$ cat src/rtl/m3_speed_ramp_seq.sv
// m3_speed_ramp_seq
//   Motor speed ramp sequencer. It turns button requests (increase,
//   decrease, reverse, stop) into level controls for an external period
//   calculator, and paces that calculator with a divided 100 Hz strobe.
//   A reverse request decelerates to the slowest period, flips direction
//   and accelerates back to the period captured at the request. A stop
//   request decelerates to the slowest period and then idles. Each ramp
//   state is guarded by a timeout counted in calculator strobes; the
//   timeout drops to IDLE and raises a sticky fault.
//
// Ports
//   clkI        in   1   clock, rising edge
//   rstI        in   1   synchronous active-high reset
//   tick100hzI  in   1   one-cycle 100 Hz strobe
//   btnIncI     in   1   increase request (level)
//   btnDecI     in   1   decrease request (level)
//   btnInvI     in   1   reverse request (level, acts on rising edge)
//   btnStopI    in   1   stop request (level, acts on rising edge)
//   curLenI     in  32   current period from the calculator (unsigned)
//   workingO    out  1   calculator enable (every state except IDLE)
//   nextCalcO   out  1   one-cycle calculator strobe
//   speedIncO   out  1   shorten-period level to the calculator
//   speedDecO   out  1   lengthen-period level to the calculator
//   invRotateO  out  1   rotation direction
//   forceStopO  out  1   stop in progress
//   faultO      out  1   sticky ramp timeout
//   stateO      out  3   FSM state code (debug / checker visibility)
//
// Configuration
//   M3_RAMP_HARD_STOP_EN  defined: a stop edge from any non-IDLE state goes
//   straight to IDLE and forceStopO pulses for one cycle. Undefined: a stop
//   edge enters STOP_DECEL and forceStopO stays high until the period has
//   decayed to PERIOD_MAX.
//
// Strobe semantics: tick100hzI and nextCalcO carry no valid/ready
// handshake; each is a single-cycle strobe that the receiver must consume
// in the cycle it is high, there is no back-pressure.

module m3_speed_ramp_seq #(
  parameter logic [31:0] PERIOD_MAX = 32'd1000000,
  parameter logic [3:0]  TICK_DIV   = 4'd1,
  parameter logic [15:0] RAMP_TMO   = 16'd4096
) (
  input  logic        clkI,
  input  logic        rstI,
  input  logic        tick100hzI,
  input  logic        btnIncI,
  input  logic        btnDecI,
  input  logic        btnInvI,
  input  logic        btnStopI,
  input  logic [31:0] curLenI,
  output logic        workingO,
  output logic        nextCalcO,
  output logic        speedIncO,
  output logic        speedDecO,
  output logic        invRotateO,
  output logic        forceStopO,
  output logic        faultO,
  output logic [2:0]  stateO
);

  typedef enum logic [2:0] {
    IDLE       = 3'd0,
    RUN        = 3'd1,
    REV_DECEL  = 3'd2,
    REV_FLIP   = 3'd3,
    REV_ACCEL  = 3'd4,
    STOP_DECEL = 3'd5
  } stateT;

`ifdef M3_RAMP_HARD_STOP_EN
  localparam stateT STOP_TARGET = IDLE;
`else
  localparam stateT STOP_TARGET = STOP_DECEL;
`endif

  stateT       state, stateNext;

  // Button synchronisers (d1) and history (d2). Decrease only ever acts as
  // a level in RUN; its edge has no effect anywhere, so it has no history.
  logic        incD1, incD2;
  logic        decD1;
  logic        invD1, invD2;
  logic        stopD1, stopD2;

  logic [31:0] savedLen;
  logic [3:0]  divCnt;
  logic        nextCalcQ;
  logic [15:0] tmoCnt;
  logic        invRotQ;
  logic        faultQ;

  // Edge detection with priority stop > inv > inc; lower edges in the same
  // cycle are discarded.
  logic        stopEdge, invEdge, incEdge;
  assign stopEdge = stopD1 & ~stopD2;
  assign invEdge  = invD1 & ~invD2 & ~stopEdge;
  assign incEdge  = incD1 & ~incD2 & ~stopEdge & ~(invD1 & ~invD2);

  logic        atMaxLen, backToSaved, tmoHit;
  assign atMaxLen    = curLenI >= PERIOD_MAX;
  assign backToSaved = curLenI <= savedLen;
  // The strobe that brings the count up to RAMP_TMO is the one that trips.
  assign tmoHit      = nextCalcQ && (({1'b0, tmoCnt} + 17'd1) >= {1'b0, RAMP_TMO});

  logic        isRamp, isRampNext, enterRamp;
  assign isRamp     = (state == REV_DECEL) || (state == REV_ACCEL) || (state == STOP_DECEL);
  assign isRampNext = (stateNext == REV_DECEL) || (stateNext == REV_ACCEL) ||
                      (stateNext == STOP_DECEL);
  assign enterRamp  = isRampNext && (stateNext != state);

  logic        loadSaved, flipDir, setFault, clrFault;

  // Next-state logic. Stop acts from every non-IDLE state ahead of all
  // other conditions; within a ramp state the exit test beats the timeout.
  always_comb begin
    stateNext = state;
    loadSaved = 1'b0;
    flipDir   = 1'b0;
    setFault  = 1'b0;
    clrFault  = 1'b0;
    if ((state != IDLE) && stopEdge) begin
      stateNext = STOP_TARGET;
    end else begin
      case (state)
        IDLE: begin
          if (incEdge) begin
            stateNext = RUN;
            clrFault  = 1'b1;
          end else if (invEdge) begin
            flipDir = 1'b1;
          end
        end
        RUN: begin
          if (invEdge) begin
            loadSaved = 1'b1;
            stateNext = REV_DECEL;
          end
        end
        REV_DECEL: begin
          if (atMaxLen) begin
            stateNext = REV_FLIP;
          end else if (tmoHit) begin
            stateNext = IDLE;
            setFault  = 1'b1;
          end
        end
        REV_FLIP: begin
          flipDir   = 1'b1;
          stateNext = REV_ACCEL;
        end
        REV_ACCEL: begin
          if (backToSaved) begin
            stateNext = RUN;
          end else if (tmoHit) begin
            stateNext = IDLE;
            setFault  = 1'b1;
          end
        end
        STOP_DECEL: begin
          if (atMaxLen) begin
            stateNext = IDLE;
          end else if (tmoHit) begin
            stateNext = IDLE;
            setFault  = 1'b1;
          end
        end
        default: stateNext = IDLE;
      endcase
    end
  end

  // Output decode from the current state.
  always_comb begin
    speedIncO = 1'b0;
    speedDecO = 1'b0;
    case (state)
      RUN: begin
        speedIncO = incD1 & ~decD1;
        speedDecO = decD1 & ~incD1;
      end
      REV_DECEL, STOP_DECEL: speedDecO = 1'b1;
      REV_ACCEL:             speedIncO = 1'b1;
      default: begin
        speedIncO = 1'b0;
        speedDecO = 1'b0;
      end
    endcase
  end

  always_ff @(posedge clkI) begin
    if (rstI) begin
      state     <= IDLE;
      incD1     <= 1'b0;
      incD2     <= 1'b0;
      decD1     <= 1'b0;
      invD1     <= 1'b0;
      invD2     <= 1'b0;
      stopD1    <= 1'b0;
      stopD2    <= 1'b0;
      savedLen  <= PERIOD_MAX;
      divCnt    <= TICK_DIV - 4'd1;
      nextCalcQ <= 1'b0;
      tmoCnt    <= 16'd0;
      invRotQ   <= 1'b0;
      faultQ    <= 1'b0;
    end else begin
      state  <= stateNext;
      incD1  <= btnIncI;
      incD2  <= incD1;
      decD1  <= btnDecI;
      invD1  <= btnInvI;
      invD2  <= invD1;
      stopD1 <= btnStopI;
      stopD2 <= stopD1;

      if (loadSaved) savedLen <= curLenI;
      if (flipDir)   invRotQ  <= ~invRotQ;

      if (setFault)      faultQ <= 1'b1;
      else if (clrFault) faultQ <= 1'b0;

      // Divider: the strobe is registered, so it appears the cycle after
      // every TICK_DIV-th tick.
      if (state == IDLE) begin
        divCnt    <= TICK_DIV - 4'd1;
        nextCalcQ <= 1'b0;
      end else if (tick100hzI) begin
        if (divCnt == 4'd0) begin
          divCnt    <= TICK_DIV - 4'd1;
          nextCalcQ <= 1'b1;
        end else begin
          divCnt    <= divCnt - 4'd1;
          nextCalcQ <= 1'b0;
        end
      end else begin
        nextCalcQ <= 1'b0;
      end

      if (enterRamp)               tmoCnt <= 16'd0;
      else if (isRamp && nextCalcQ) tmoCnt <= tmoCnt + 16'd1;
    end
  end

`ifdef M3_RAMP_HARD_STOP_EN
  logic hardStopQ;
  always_ff @(posedge clkI) begin
    if (rstI) hardStopQ <= 1'b0;
    else      hardStopQ <= (state != IDLE) && stopEdge;
  end
  assign forceStopO = hardStopQ;
`else
  assign forceStopO = (state == STOP_DECEL);
`endif

  assign workingO   = (state != IDLE);
  assign nextCalcO  = nextCalcQ;
  assign invRotateO = invRotQ;
  assign faultO     = faultQ;
  assign stateO     = state;

endmodule

$ cat config.mk
export PLATFORM = sky130hd
export DESIGN_NAME = m3_speed_ramp_seq
export DESIGN_NICKNAME = d
export VERILOG_FILES = /design/src/rtl/m3_speed_ramp_seq.sv
export SDC_FILE = /design/constraint.sdc
export NUM_CORES = 1
export LEC_CHECK = 0
export ABC_AREA = 1
export CAP_MARGIN = 20
export CORE_ASPECT_RATIO = 0.75
export CORE_MARGIN = 3
export CORE_UTILIZATION = 30
export CTS_BUF_LIST = sky130_fd_sc_hd__clkbuf_16
export DETAILED_ROUTE_END_ITERATION = 6
export SYNTH_ARGS = -nofsm -noshare
export SYNTH_HDL_FRONTEND = slang
export SYNTH_SLANG_ARGS = --single-unit
$ cat constraint.sdc
create_clock -name clkI -period 1.88 [get_ports clkI]
set_input_delay 0.376 -clock clkI [delete_from_list [all_inputs] [get_ports clkI]]
set_output_delay 0.376 -clock clkI [all_outputs]
set_load 0.03 [all_outputs]
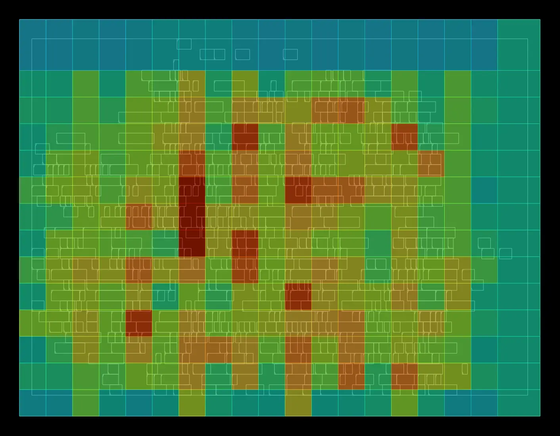
(images/final_congestion.png)
final core occ: 48.2%
average wire per standard cell: 12.5 um
global route hottest layer: met2
met2 global-route usage: 24.1%
GRT Util Overall: 14.8%

==> qor.rpt <==
GRT
----------------------------------------------------------------------------------------------------
Met3 routing resource usage after global routing ......................................        3.76%
Vias in the first global route ........................................................         3624
First-pass GRT wire length ............................................................     16500 um
Largest net degree at the start of global routing .....................................           37
Grt met1 use ..........................................................................        19.8%

FINAL TIMING
----------------------------------------------------------------------------------------------------
Final setup slack of the worst path ...................................................    -0.228 ns
Setup TNS Final .......................................................................     -3.40 ns
Rel. slew slack .......................................................................        47.4%
RSZ-0062 raised after global routing ..................................................         true
Max Transition Viols Final ............................................................            0
Period Utilization, post-route ........................................................         112%
Transition time of the tightest slew-check pin ........................................     0.786 ns
Worst Skew ............................................................................   0.00401 ns
Count of final setup violators ........................................................           18
Maximum clock rate ....................................................................      474 MHz
Post-layout min period ................................................................      2.11 ns

CELLS AND AREA
----------------------------------------------------------------------------------------------------
Area growth from synthesis to final layout ............................................        52.8%
Largest register by flop count ........................................................     savedLen
Seq. cell area ........................................................................     1310 um2
Fin area ..............................................................................     5740 um2
Clock network area share ..............................................................        5.58%
Mi-comb count .........................................................................          358
Number of inverters outside the clock class in the layout .............................           86
Number of antenna repair diodes .......................................................            0
Proportion of final cell area spent on non-clock buffers ..............................        17.5%
Logic share of the area ...............................................................        44.8%
Count of non-CTS buffers in the layout ................................................          114
Cell class with the largest area share ................................................  logic gates
Proportion of layout cells with a drive suffix above 1 ................................        31.1%
Clock buffer count in the final layout ................................................            9
Final net count .......................................................................          706

SETUP PATH
----------------------------------------------------------------------------------------------------
Critical Path Start ................................................................... savedLen[18]$_SDFFE_PP1P_
Stages on the worst setup path ........................................................           12
Slowest-stage cell, CP ................................................................ sky130_fd_sc_hd__dfxtp_1
Setup crit end ........................................................................ tmoCnt[1]$_SDFFE_PP0P_
Maximum single-stage delay on the critical path .......................................      0.30 ns
Reg-to-reg slack, setup ...............................................................     -0.23 ns
Sum of buffers and inverters on the critical path .....................................            1
Worst R2R Path Depth ..................................................................           12
WP data arrival .......................................................................      2.37 ns
Type of the worst setup path .......................................................... flip-flop to flip-flop
Critical path fanouts, max ............................................................            8
Crit path launch type .................................................................    flip-flop
Category of cells accounting for the largest share of critical-path delay ............. simple AND/OR/NAND/NOR gates
Required time worst endpoint ..........................................................      2.14 ns

LOGIC SYNTHESIS
----------------------------------------------------------------------------------------------------
Async S/R FF share, synth .............................................................           0%
Most repeated cell in the gate-level netlist after synthesis .......................... sky130_fd_sc_hd__nand2_1
Synth Area in Compound Gates ..........................................................        16.8%
Largest area contributor in the synthesized netlist ................................... sky130_fd_sc_hd__dfxtp_1
Chip area estimate from yosys synthesis ...............................................     3760 um2
Count of unique library cells instantiated by Yosys ...................................           34
Top cells by instance count after synthesis ........................................... sky130_fd_sc_hd__nand2_1, sky130_fd_sc_hd__inv_1, sky130_fd_sc_hd__dfxtp_1, sky130_fd_sc_hd__nor2_1, sky130_fd_sc_hd__a21oi_1
Adder Share, Synth ....................................................................        11.0%
Synth top area share ..................................................................        34.6%
Flop and latch count out of synthesis .................................................           65
Synth Area in Simple Gates ............................................................        24.0%
Yosys cell count ......................................................................          520
Fraction of synthesized area in multiplexers ..........................................       0.266%
Synth Instances .......................................................................          520
XOR/XNOR Area Share ...................................................................        2.80%
Share of synthesized area occupied by flip-flops and latches ..........................        34.6%
Main logic family after synthesis ..................................................... simple AND/OR/NAND/NOR gates
Mapped Avg Cell Area ..................................................................     7.23 um2
Count of yosys warnings during synthesis ..............................................            0
Predominant post-synthesis flop cell .................................................. sky130_fd_sc_hd__dfxtp_1

ROUTE
----------------------------------------------------------------------------------------------------
Wire length on met3 ...................................................................       401 um
Total wire length .....................................................................      9980 um
Antenna Violating Nets Remaining ......................................................            0
Highest metal used ....................................................................         met4
First drt pass iteration count ........................................................            4
Residual DRC count ....................................................................            0
Overall via count from detail_route ...................................................         3646

DIE
----------------------------------------------------------------------------------------------------
Top-Level Pins ........................................................................           49
Row Count .............................................................................           34
Floorplan die area ....................................................................    13900 um2
Area of the core ......................................................................    11900 um2
Vertical die size .....................................................................       103 um

STATUS
----------------------------------------------------------------------------------------------------
Run status ............................................................................ finished with violations
Violations in the final reports ....................................................... negative setup slack

POWER
----------------------------------------------------------------------------------------------------
Sw Share ..............................................................................        25.9%
Power consumed by combinational cells .................................................       625 uW
Relative contribution of combinational cells to total power ...........................        16.2%
Sequential logic power ................................................................      1430 uW
Part of the total power dissipated in sequential elements .............................        37.3%
Total leakage power ...................................................................   0.00253 uW
Power drawn by the clock network ......................................................      1790 uW
Max VDD drop ..........................................................................     0.455 mV
Total Power Consumption ...............................................................      3840 uW
Dominant power group .................................................................. the clock network
Clock group share of total power ......................................................        46.5%
Pwr Density ...........................................................................   670 nW/um2
Int Pwr ...............................................................................      2850 uW

HOLD PATH
----------------------------------------------------------------------------------------------------
Hold Path Origin ......................................................................  curLenI[15]
Hold Path Sink ........................................................................ savedLen[15]$_SDFFE_PP0P_
Number of cells traversed by the worst hold path ......................................            3
Hold WC Path Type ..................................................................... input port to flip-flop

CTS
----------------------------------------------------------------------------------------------------
Clock-pin slew reported for the worst setup and hold paths after clock tree synthesis .      0.06 ns
Post-CTS setup buffer count ...........................................................            4
TritonCTS clock tree ..................................................................        built
CTS root buffer ....................................................................... sky130_fd_sc_hd__clkbuf_16
Total clock buffers created by CTS ....................................................            9
Post_cts resized ......................................................................           57

FLOW RUN
----------------------------------------------------------------------------------------------------
Max-Cap Viols .........................................................................            0

PLACEMENT
----------------------------------------------------------------------------------------------------
Cell area after placement .............................................................     4960 um2
Number of cells after detailed placement ..............................................          779
Minimum setup slack after placement ...................................................    -0.850 ns
Routability-driven placement congestion ratio .........................................        0.848

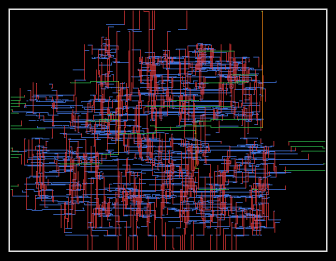
(images/metal_stack.png)
blue -> met1  # wire length 4840 um
orange -> met4  # wire length 101 um
red -> met2  # wire length 4640 um
green -> met3  # wire length 402 um

Power and IR drop assume default switching activity.
